**Run 1: cells by drive strength**

Drawn at 2 px/um.
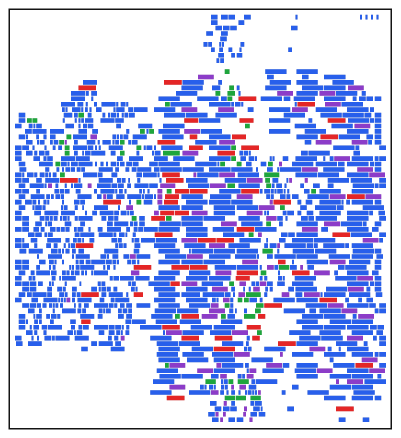
**Run 1: placed standard cells**

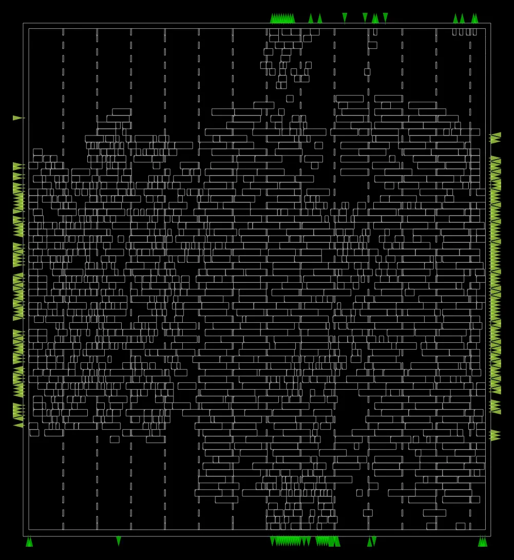
**Run 1: I/O pins on the die edge**

Drawn at 2 px/um. Pins as bars across the die edge, other pins in grey.
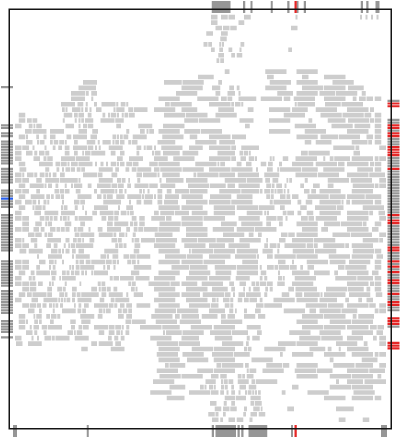
**config.mk**
```make
export PLATFORM = sky130hd
export DESIGN_NAME = instr_prefetch_queue
export DESIGN_NICKNAME = d
export VERILOG_FILES = /design/src/rtl/instr_prefetch_queue.sv
export SDC_FILE = /design/constraint.sdc
export NUM_CORES = 1
export LEC_CHECK = 0
export CAP_MARGIN = 10
export CORE_ASPECT_RATIO = 1.1
export CORE_MARGIN = 2
export CORE_UTILIZATION = 38
export CTS_CLUSTER_DIAMETER = 120
export DETAILED_ROUTE_END_ITERATION = 16
export PLACE_DENSITY = 0.68
export SLEW_MARGIN = 20
export SYNTH_ARGS = -nofsm -noshare
export SYNTH_HDL_FRONTEND = slang
export SYNTH_SLANG_ARGS = --single-unit
```
**constraint.sdc**
```tcl
create_clock -name CLK -period 3.9 [get_ports CLK]
set_input_delay 0.975 -clock CLK [delete_from_list [all_inputs] [get_ports CLK]]
set_output_delay 0.975 -clock CLK [all_outputs]
set_load 0.02 [all_outputs]
```
**src/rtl/instr_prefetch_queue.sv**
```systemverilog
// Prefetch queue feeding fetch: issues sequential word fetches and buffers in-order {PC, instr} pairs.
// Response -> InstrValid in one cycle; requests stop when occupancy + outstanding reaches DEPTH; Stall holds the head.
module instr_prefetch_queue #(
  parameter int              DEPTH    = 4,
  parameter int              XLEN     = 32,
  parameter logic [XLEN-1:0] RESET_PC = '0
) (
  input  logic            CLK,
  input  logic            RST,
  input  logic            Redirect,
  input  logic [XLEN-1:0] RedirectPC,
  input  logic            Stall,
  output logic            ImemReqValid,
  input  logic            ImemReqReady,
  output logic [XLEN-1:0] ImemReqAddr,
  input  logic            ImemRespValid,
  input  logic [XLEN-1:0] ImemRespData,
  output logic            InstrValid,
  output logic [XLEN-1:0] InstrF,
  output logic [XLEN-1:0] PCF,
  output logic [XLEN-1:0] PCPlus4F
);

  localparam int              AW      = $clog2(DEPTH);
  localparam int              CW      = AW + 1;
  localparam logic [CW-1:0]   DEPTH_C = CW'(DEPTH);
  localparam logic [CW-1:0]   ONE_C   = CW'(1);
  localparam logic [AW-1:0]   ONE_P   = AW'(1);
  localparam logic [XLEN-1:0] PC_STEP = XLEN'(4);

  logic [XLEN-1:0] fetchPc;
  logic [XLEN-1:0] respPc;
  logic [CW-1:0]   count;
  logic [CW-1:0]   outstanding;
  logic [CW-1:0]   dropCnt;
  logic [CW-1:0]   inFlight;
  logic [AW-1:0]   rdPtr;
  logic [AW-1:0]   wrPtr;
  logic [XLEN-1:0] pcMem    [DEPTH];
  logic [XLEN-1:0] instrMem [DEPTH];
  logic            reqFire;
  logic            respFire;
  logic            push;
  logic            pop;
  logic [XLEN-1:0] redirectAligned;
  logic            unusedRedirectLsbs;

  // Capping occupancy + outstanding at DEPTH guarantees every kept response has a slot.
  assign ImemReqValid = !RST && !Redirect && ((count + outstanding) < DEPTH_C);
  assign ImemReqAddr  = fetchPc;

  assign reqFire  = ImemReqValid && ImemReqReady;
  assign respFire = !RST && ImemRespValid && (outstanding != '0);
  assign push     = respFire && (dropCnt == '0) && !Redirect;
  assign pop      = InstrValid && !Stall && !Redirect;

  // Requests still owed by memory after this cycle's response, all of them wrong-path on a redirect.
  assign inFlight        = outstanding - {{AW{1'b0}}, respFire};
  assign redirectAligned = {RedirectPC[XLEN-1:2], 2'b00};
  assign unusedRedirectLsbs = ^RedirectPC[1:0];

  always_ff @(posedge CLK) begin
    if (RST) begin
      fetchPc     <= RESET_PC;
      respPc      <= RESET_PC;
      count       <= '0;
      outstanding <= '0;
      dropCnt     <= '0;
      rdPtr       <= '0;
      wrPtr       <= '0;
    end else if (Redirect) begin
      fetchPc     <= redirectAligned;
      respPc      <= redirectAligned;
      count       <= '0;
      rdPtr       <= '0;
      wrPtr       <= '0;
      outstanding <= inFlight;
      dropCnt     <= inFlight;
    end else begin
      if (reqFire) fetchPc <= fetchPc + PC_STEP;
      outstanding <= outstanding + {{AW{1'b0}}, reqFire} - {{AW{1'b0}}, respFire};
      if (respFire && (dropCnt != '0)) dropCnt <= dropCnt - ONE_C;
      if (push) begin
        respPc <= respPc + PC_STEP;
        wrPtr  <= wrPtr + ONE_P;
      end
      if (pop) rdPtr <= rdPtr + ONE_P;
      count <= count + {{AW{1'b0}}, push} - {{AW{1'b0}}, pop};
    end
  end

  always_ff @(posedge CLK) begin
    if (push) begin
      pcMem[wrPtr]    <= respPc;
      instrMem[wrPtr] <= ImemRespData;
    end
  end

  // Head fields read as zero while empty so stale entries never leak out.
  always_comb begin
    InstrValid = (count != '0);
    InstrF     = '0;
    PCF        = '0;
    PCPlus4F   = '0;
    if (InstrValid) begin
      InstrF   = instrMem[rdPtr];
      PCF      = pcMem[rdPtr];
      PCPlus4F = pcMem[rdPtr] + PC_STEP;
    end
  end

endmodule

```
==> impl_metrics.toml, run 1 <==
# yosys + openroad results
[final_layout]
nets = 1348
largest_cell_class = "registers"
seqCellArea_sq_um = 8954
drive_gt1_share_pct = 17.81
largest_register_ffs = 128
logic_area_sq_um = 5127
regMostFlops = "instrMem"
nonClkBufAreaFrac_pct = 13.03

[grt]
grt_pass1_vias = 9404
grt.busiest_layer = "met2"
grt_overflow = 0
grtUsageMet2_pct = 26.62
grt_max_degree = 63
antenna_found_initial = 0
grt_pass1_wl_um = 52520
track_usage_pct = 16.82
met3_usage_pct = 3.040

[place]
gp_congestion = 0.8232
dp_hpwl_um = 22360
place_inst = 1715
dpl-instance-area_sq_um = 17210

[yosys]
yosys_area_sq_um = 14510
syn_area_sq_um = 14510
ys_cells = 1033
syn_avg_cell_area_sq_um = 14.05
synthMostInstantiatedCell = "edfxtp_1"
synth.area.top_cells = "edfxtp_1 51%, dfxtp_1 10%, mux4_2 8.1%"
numSynthFlops = 323
yosysUniqueCellTypes = 67

[drt]
wl_met2_um = 15550
first_pass_iters = 5
antenna_left = 0
post_drt_wl_per_cell_um = 18.94
viasPerCell = 5.272
routed_wl_um = 33830
route.met3.wl_um = 2273

[setup_path]
slowest_delay_ns = 0.55
crit_chain = "buf_12, mux4_2, and4_2, nand4bb_1, buf_6, nor3_2, mux2_1, clkdlybuf4s15_2"
startpoint_type = "flop"
crit_family = "multiplexers"
end_kind = "primary output"

[status]
outcome = "finished clean"

[sta]
max_clock_freq_mhz = 262.0
worst_slew_pin_slew_ns = 0.6789
hold_slack_ns = 0.4999
clock_skew_ns = 0.01764
finalCritPeriodShare_pct = 97.88

[power_and_ir_drop]
p_comb_w = 0.000623
p_sw_share_pct = 22.27
leakagePower_nw = 6.078
p_clk_w = 0.00321
p_comb_share_pct = 8.1
fin_total_pwr_w = 0.007728
clkPwrFrac_pct = 41.6
seqPwrFrac_pct = 50.4

[clock_tree]
numCtsBuffers = 34
cts_tree = "done"
clock_latency_ns = 0.51
clk_pin_slew_worst_paths_ns = 0.07
clockBufferDepth = 3
cts_sinks = 323
root_buffer = "clkbuf_16"

[die]
taps = 500

[run]
maxCapViolCount = 0

[hold_path]
hp-class = "reg2reg"
About 'cells by drive strength':
x3 and x4 -> green  # cells 60, share 4.7%, most used buf_4
x2 -> purple  # cells 110, share 8.6%, most used mux4_2
x1 and smaller -> blue  # cells 1057, share 82%, most used edfxtp_1
x6 and larger -> red  # cells 59, share 4.6%, most used clkbuf_16
final instance area: 18380 sq um
post-route setup slack: 0.08287 ns
Syn-to-layout area delta: 26.71%
Non-Clock Buffer Count: 245

About 'placed standard cells':
Seq cells: 323
Core ar.: 37910 sq um
row cnt: 75

About 'I/O pins on the die edge':
ImemReqReady -> blue  # pins 1, direction input, edge left
InstrF -> red  # pins 32, direction output, edge 30 right, 1 top, 1 bottom

==> run 1: kinds of logic after synthesis <==
| family | after synthesis | synth area share (%) |
|---|---|---|
| XOR/XNOR | 45 | 2.716 |
| buffers and inverters | 100 | 3.380 |
| AND/OR/NAND/NOR | 342 | 13.40 |
| AND-OR/OR-AND | 131 | 6.252 |
| flip-flops | 323 | 61.68 |
| adder cells (fa/ha/maj) | 18 | 1.656 |
| multiplexers | 73 | 10.89 |
| other | 1 | 0.02585 |
==> run 1: path summary, 6_finish.rpt <==
| check | start | endpoint | slack [ns] | depth (start not counted) |
|---|---|---|---|---|
| setup / recovery | flop | PCPlus4F[26] | 0.08 | 8 |
| hold / removal | wrPtr[1] | wrPtr[1] | 0.50 | 2 |
| setup reg to reg | count[1] | outstanding[2] | 1.05 | 13 |
| hold reg to reg | wrPtr[1] | wrPtr[1] | 0.50 | 2 |
==> run 1: repair_timing <==
action,in CTS,in global routing
pin swaps,1,4
cloned,0,1
setup buffers,4,4
gates resized,55,37
setup endpoints to repair,27,42
==> run 1: cells in the final DEF, fill, tap and decap left out, types with 5 or more instances in the layout <==
cell type,instances
o21ai_0,13
buf_2,5
a211oi_1,7
and3_1,7
a21oi_1,27
nor2_1,54
a21boi_0,13
clkinv_2,5
buf_12,10
and3_2,5
nand4_1,26
clkinv_1,5
inv_1,39
nor3_1,15
o31a_1,22
buf_4,39
nor4_1,14
o31ai_1,6
edfxtp_1,248
nor3_2,9
xor2_1,22
clkbuf_1,6
or3_1,14
conb_1,6
clkbuf_2,9
nand3_1,34
and2_1,67
clkbuf_16,38
mux2_4,6
mux4_2,61
dfxtp_1,73
nand2_1,52
o21bai_1,7
ha_1,16
and4_1,8
clkdlybuf4s50_1,164
xnor2_1,23
or4_1,8
a31oi_1,18
dlygate4sd2_1,10
**Run 1: metal layers overlaid**

Drawn at 2 px/um. Two of the layers only.
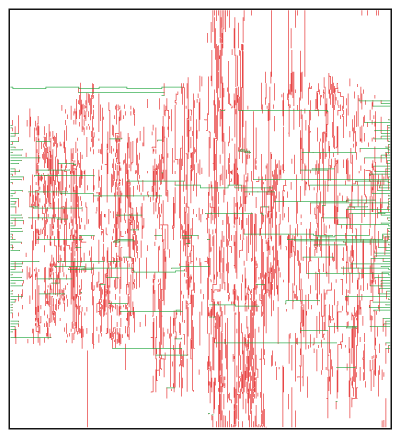

==> run 2: changes to the inputs <==
--- a/config.mk
+++ b/config.mk
@@ -8,10 +8,10 @@
 export CAP_MARGIN = 10
 export CORE_ASPECT_RATIO = 1.1
 export CORE_MARGIN = 2
-export CORE_UTILIZATION = 38
+export CORE_UTILIZATION = 50
 export CTS_CLUSTER_DIAMETER = 120
 export DETAILED_ROUTE_END_ITERATION = 16
-export PLACE_DENSITY = 0.68
+export PLACE_DENSITY = 0.84
 export SLEW_MARGIN = 20
 export SYNTH_ARGS = -nofsm -noshare
 export SYNTH_HDL_FRONTEND = slang
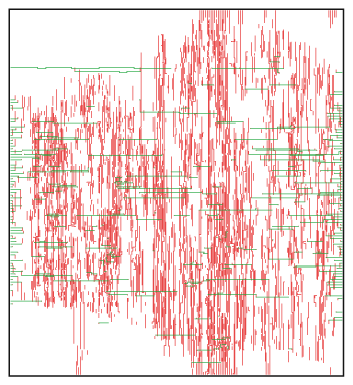
**Above:** run 2 (metal layers overlaid).
Drawn at 2 px/um. Two of the layers only.
M2 -> red  # wire length 16500 um
M3 -> green  # wire length 2350 um
WL per Instance: 20.41 um
GRT Resource Usage Total: 22.05%

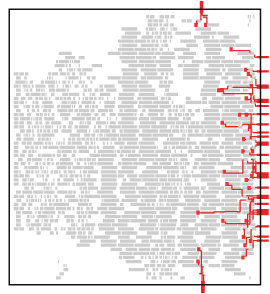
**Above:** run 2 (port wiring).
Drawn at 1.5 px/um.
InstrF -> red  # bits 32, direction output, end cells 32, buffers 32, wire 515 um

==> run 2 against run 1 <==
Synthesized cell count unchanged. Die size down 24%. Sequential power about the same. Clock-buffer cell count down 8. Via count up 3.0%. Non-clock buffer count up 3. Largest cell class unchanged.
==> impl_metrics.toml, run 2 <==
# yosys + openroad results
[yosys]
syn_area_sq_um = 14510
synthTopLogicFamily = "simple AND/OR/NAND/NOR gates"
synth.area.top_cells = "edfxtp_1 51%, dfxtp_1 10%, mux4_2 8.1%"
numSynthFlops = 323
ys_cells = 1033
synthMuxAreaShare_pct = 10.89
synthMostInstantiatedCell = "edfxtp_1"

[final_layout]
largest_register_ffs = 128
regMostFlops = "instrMem"
logic_area_sq_um = 5228
syn_to_final_growth_pct = 25.63
mostFrequentLayoutCell = "edfxtp_1"
nets = 1349

[grt]
antenna_found_initial = 0
grt_max_degree = 46
grt_pass1_wl_um = 53360

[power_and_ir_drop]
p_comb_share_pct = 8.3
clkPwrFrac_pct = 40.2
p_clk_w = 0.00304
p_comb_w = 0.000625

[drt]
viasPerCell = 5.869
routed_wl_um = 33720

[sta]
worst_slew_pin_slew_ns = 0.6429
max_clock_freq_mhz = 260.7
clock_skew_ns = 0.02245

[place]
gp_congestion = 0.8942

[setup_path]
startpoint_type = "flop"
slowest_delay_ns = 0.58
crit_family = "multiplexers"

[clock_tree]
clk_pin_slew_worst_paths_ns = 0.06
cts_tree = "done"
clock_latency_ns = 0.56
postCtsSetupBuffers = 9
numCtsBuffers = 31
cts_resized = 87

[status]
outcome = "finished clean"

[run]
maxCapViolCount = 0

[hold_path]
hp-class = "reg2reg"
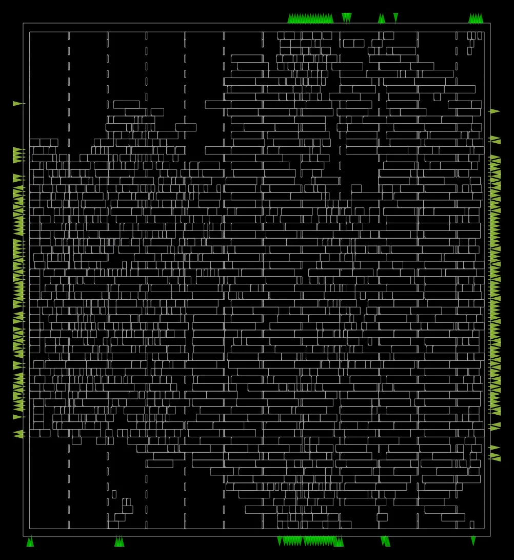
**Above:** run 2 (placed standard cells).
Core ar.: 28630 sq um
Layout fillers: 2033
Tap Count: 368

[run 2: through the flow]
stage | total power (W) | hold slack (ns) | area, sq um | std cells
2_1_floorplan | 0.004286 | 0.4692 | 14530 | 1038
3_3_place_gp | 0.004547 | 0.4777 | 16980 | 1581
3_5_place_dp | 0.004572 | 0.5007 | 16980 | 1581
4_1_cts | 0.007590 | 0.5135 | 18150 | 1646
5_1_grt | 0.007810 | 0.5394 | 18230 | 1652
6_report | 0.007560 | 0.5106 | 18230 | 1652
[run 2: worst reg2reg max path, cell delays in order (launching register included)]
cell,delay [ns]
dfxtp_1,0.41
ha_1,0.26
a31oi_1,0.20
xnor2_1,0.26
and3_1,0.28
inv_2,0.05
ha_1,0.26
inv_1,0.04
ha_1,0.18
fa_1,0.38
xor2_1,0.15
o21ai_0,0.20
xnor2_1,0.14
nor2_1,0.05
[run 2: metal layers]
metal	GRT usage, %	vias up	wire, um
li1	-	4411	-
met1	30.80	4779	14280
met2	37.64	459	16520
met3	2.949	46	2349
met4	4.172	0	566
met5	0	-	0
[run 2: final cells by class]
| type | instances | share of cell area (%) |
|---|---|---|
| Clock buffer | 38 | 4.627 |
| Clock inverter | 18 | 1.098 |
| Inverter | 41 | 0.8649 |
| Multi-Input combinational cell | 616 | 28.68 |
| Sequential cell | 323 | 49.12 |
| Tap cell | 368 | 2.526 |
| Timing Repair Buffer | 248 | 13.08 |
[run 2: path summary, 6_finish.rpt]
check | start | endpoint | slack [ns] | cells past startpoint
max | flop | PCPlus4F[30] | 0.06 | 9
min | wrPtr[1] | wrPtr[1] | 0.51 | 2
max reg2reg | count[1] | outstanding[2] | 0.92 | 13
min reg2reg | wrPtr[1] | wrPtr[1] | 0.51 | 2
**Run 2: I/O pins on the die edge**

Drawn at 2 px/um. Pins as bars across the die edge, other pins in grey.
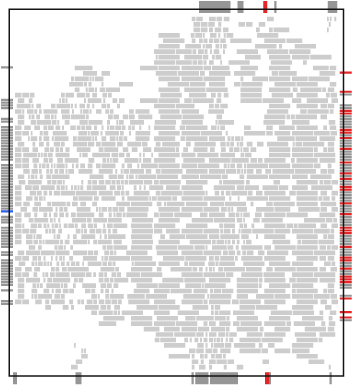

==> run 3: changes to the inputs <==
--- a/config.mk
+++ b/config.mk
@@ -6,7 +6,7 @@
 export NUM_CORES = 1
 export LEC_CHECK = 0
 export CAP_MARGIN = 10
-export CORE_ASPECT_RATIO = 1.1
+export CORE_ASPECT_RATIO = 1.75
 export CORE_MARGIN = 2
 export CORE_UTILIZATION = 50
 export CTS_CLUSTER_DIAMETER = 120
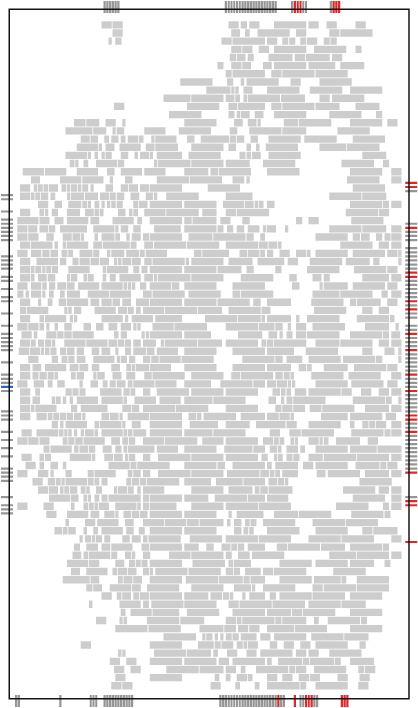
**Above:** run 3 (I/O pins on the die edge).
Drawn at 3 px/um. Pins as bars across the die edge, other pins in grey.
ImemReqReady -> blue  # pins 1, direction input, edge left
InstrF -> red  # pins 32, direction output, edge 18 right, 8 bottom, 6 top
all pins by edge = 67 right, 52 bottom, 46 left, 35 top

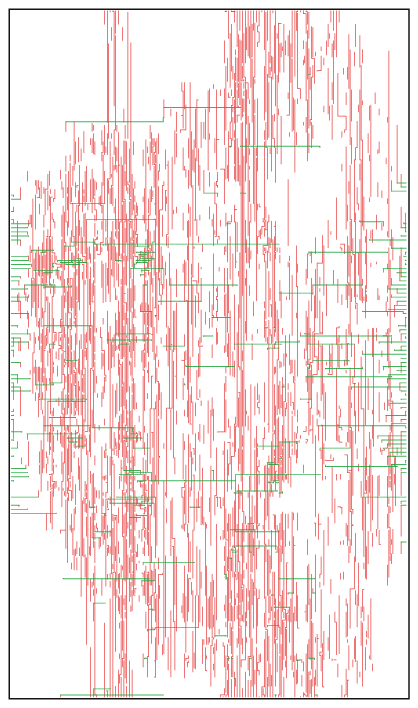
**Above:** run 3 (metal layers overlaid).
Drawn at 3 px/um. Two of the layers only.
M3 -> green  # wire length 1640 um
M2 -> red  # wire length 18400 um

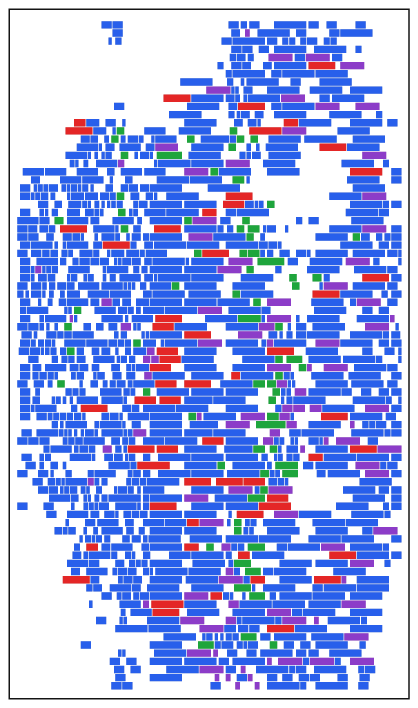
**Above:** run 3 (cells by drive strength).
Drawn at 3 px/um.
x6 and larger -> red  # cells 57, share 4.4%, most used clkbuf_16
x1 and smaller -> blue  # cells 1050, share 82%, most used edfxtp_1
x2 -> purple  # cells 103, share 8.0%, most used mux4_2
x3 and x4 -> green  # cells 71, share 5.5%, most used buf_4

==> run 3 against run 2 <==
Cell area barely moved. Worst setup slack improved by 0.014 ns. Largest cell class unchanged. Register-to-register slack worse by 0.08 ns. Critical path depth shrank 1. Final cell count increased by 0.42%. Clock power hardly changed. Power grew 0.15%. Hold slack gained 0.013 ns. Clock-buffer cell count shrank 4. Die size increased by 0.17%. Fmax is 0.36% higher. Synthesized cell count unchanged.
==> impl_metrics.toml, run 3 <==
# yosys + openroad results
[clock_tree]
postCtsSetupBuffers = 6
cts_resized = 83
cts_sinks = 323
cts_tree = "done"
clockBufferDepth = 3
clk_pin_slew_worst_paths_ns = 0.06
clock_latency_ns = 0.55
root_buffer = "clkbuf_16"

[setup_path]
crit_chain = "buf_4, mux4_1, buf_4, nand4_1, nor4b_2, xnor2_1, nor2_1, dlygate4sd2_1"
r2r_setup_slack_ns = 0.84
end_kind = "primary output"
r2r_start = "count[1]"
worst-r2r-cell-count = 13
startpoint_type = "flop"
crit_family = "buffers and inverters"

[yosys]
yosysUniqueCellTypes = 67
synth.area.top_cells = "edfxtp_1 51%, dfxtp_1 10%, mux4_2 8.1%"
yosys_area_sq_um = 14510
syn_area_sq_um = 14510
synthMostInstantiatedCell = "edfxtp_1"
numSynthFlops = 323

[final_layout]
nets = 1347
stdcell_count = 1659
mostFrequentLayoutCell = "edfxtp_1"
regMostFlops = "instrMem"
syn_to_final_growth_pct = 25.61
largest_register_ffs = 128
final_cell_mix = "248 x edfxtp_1, 165 x clkdlybuf4s50_1, 73 x dfxtp_1"
drive_gt1_share_pct = 18.03

[hold_path]
hp-start = "wrPtr[1]"
hp-class = "reg2reg"
hold_depth = 2
worstHoldEndpoint = "wrPtr[1]"

[place]
dp_hpwl_um = 23170
place_inst = 1599
gp_congestion = 0.8594

[drt]
wl_met2_um = 18390
post_drt_wl_per_cell_um = 20.42
antenna_left = 0
highest_layer = "met4"
first_pass_iters = 5
routed_wl_um = 33870
viasPerCell = 5.786

[power_and_ir_drop]
clkPwrFrac_pct = 40.3
leakagePower_nw = 6.127
fin_total_pwr_w = 0.007572
p_comb_w = 0.000628
p_clk_w = 0.00305
seqPwrFrac_pct = 51.4
p_comb_share_pct = 8.3

[sta]
max_clock_freq_mhz = 261.6
worst_slew_pin_slew_ns = 0.7399
hold_slack_ns = 0.5240
finalCritPeriodShare_pct = 98.01
clock_skew_ns = 0.01540

[status]
outcome = "finished clean"

[grt]
grt.busiest_layer = "met2"
track_usage_pct = 22.18
grt_overflow = 0
grt_pass1_wl_um = 53300
antenna_found_initial = 0
grtUsageMet2_pct = 41.58
grt_pass1_vias = 9880

[die]
fp.coreArea_sq_um = 28630

[run]
maxCapViolCount = 0
==> run 3: worst max path at each step <==
| stage | slack (ns) | start | depth (start not counted) | to |
|---|---|---|---|---|
| 2_1_floorplan | 0.03 | RST | 4 | instrMem[0][0] |
| 3_3_place_gp | 0.08 | flop | 7 | PCPlus4F[27] |
| 3_5_place_dp | 0.05 | flop | 7 | PCPlus4F[27] |
| 4_1_cts | -0.06 | flop | 8 | PCPlus4F[27] |
| 5_1_grt | -0.003 | flop | 8 | PCPlus4F[15] |
| 6_report | 0.08 | flop | 8 | PCPlus4F[15] |
==> run 3: metrics by stage <==
step                cell area, sq um  setup slack (ns)   TNS (ns)  util (%)
finish                         18230           0.07742          0     63.67
floorplan                      14530           0.03376          0         -
global placement               17100           0.08334          0     59.73
detailed placement             17100           0.05481          0     59.73
CTS                            18210          -0.05791    -0.1106     63.60
global route                   18230         -0.002679  -0.002679     63.67
==> run 3: layout make-up <==
type                            instances  area [sq um]
Timing Repair Buffer                  249          2410
Tap cell                              378         473.0
Inverter                               41         153.9
Clock inverter                         19         241.5
Sequential cell                       323          8954
Fill cell                            2019         10400
Multi-Input combinational cell        615          5199
Clock buffer                           34         794.5
==> run 3: tightest hold or removal path, delay by kind of cell (launching register included) <==
family,cells,cell delay (ns)
AOI/OAI and AO/OA,1,0.06
and+or+nand+nor,1,0.08
DFF,1,0.34
==> run 3: logic make-up after synthesis <==
family / Yosys count / share of synthesized area [%]
and+or+nand+nor: 342 / 13.40
DFF: 323 / 61.68
AOI/OAI and AO/OA: 131 / 6.252
buffers and inverters: 100 / 3.380
muxes: 73 / 10.89
xor gates and xnor gates: 45 / 2.716
adders and majority gates: 18 / 1.656
other: 1 / 0.02585
Power is estimated from default activity; no workload was simulated.
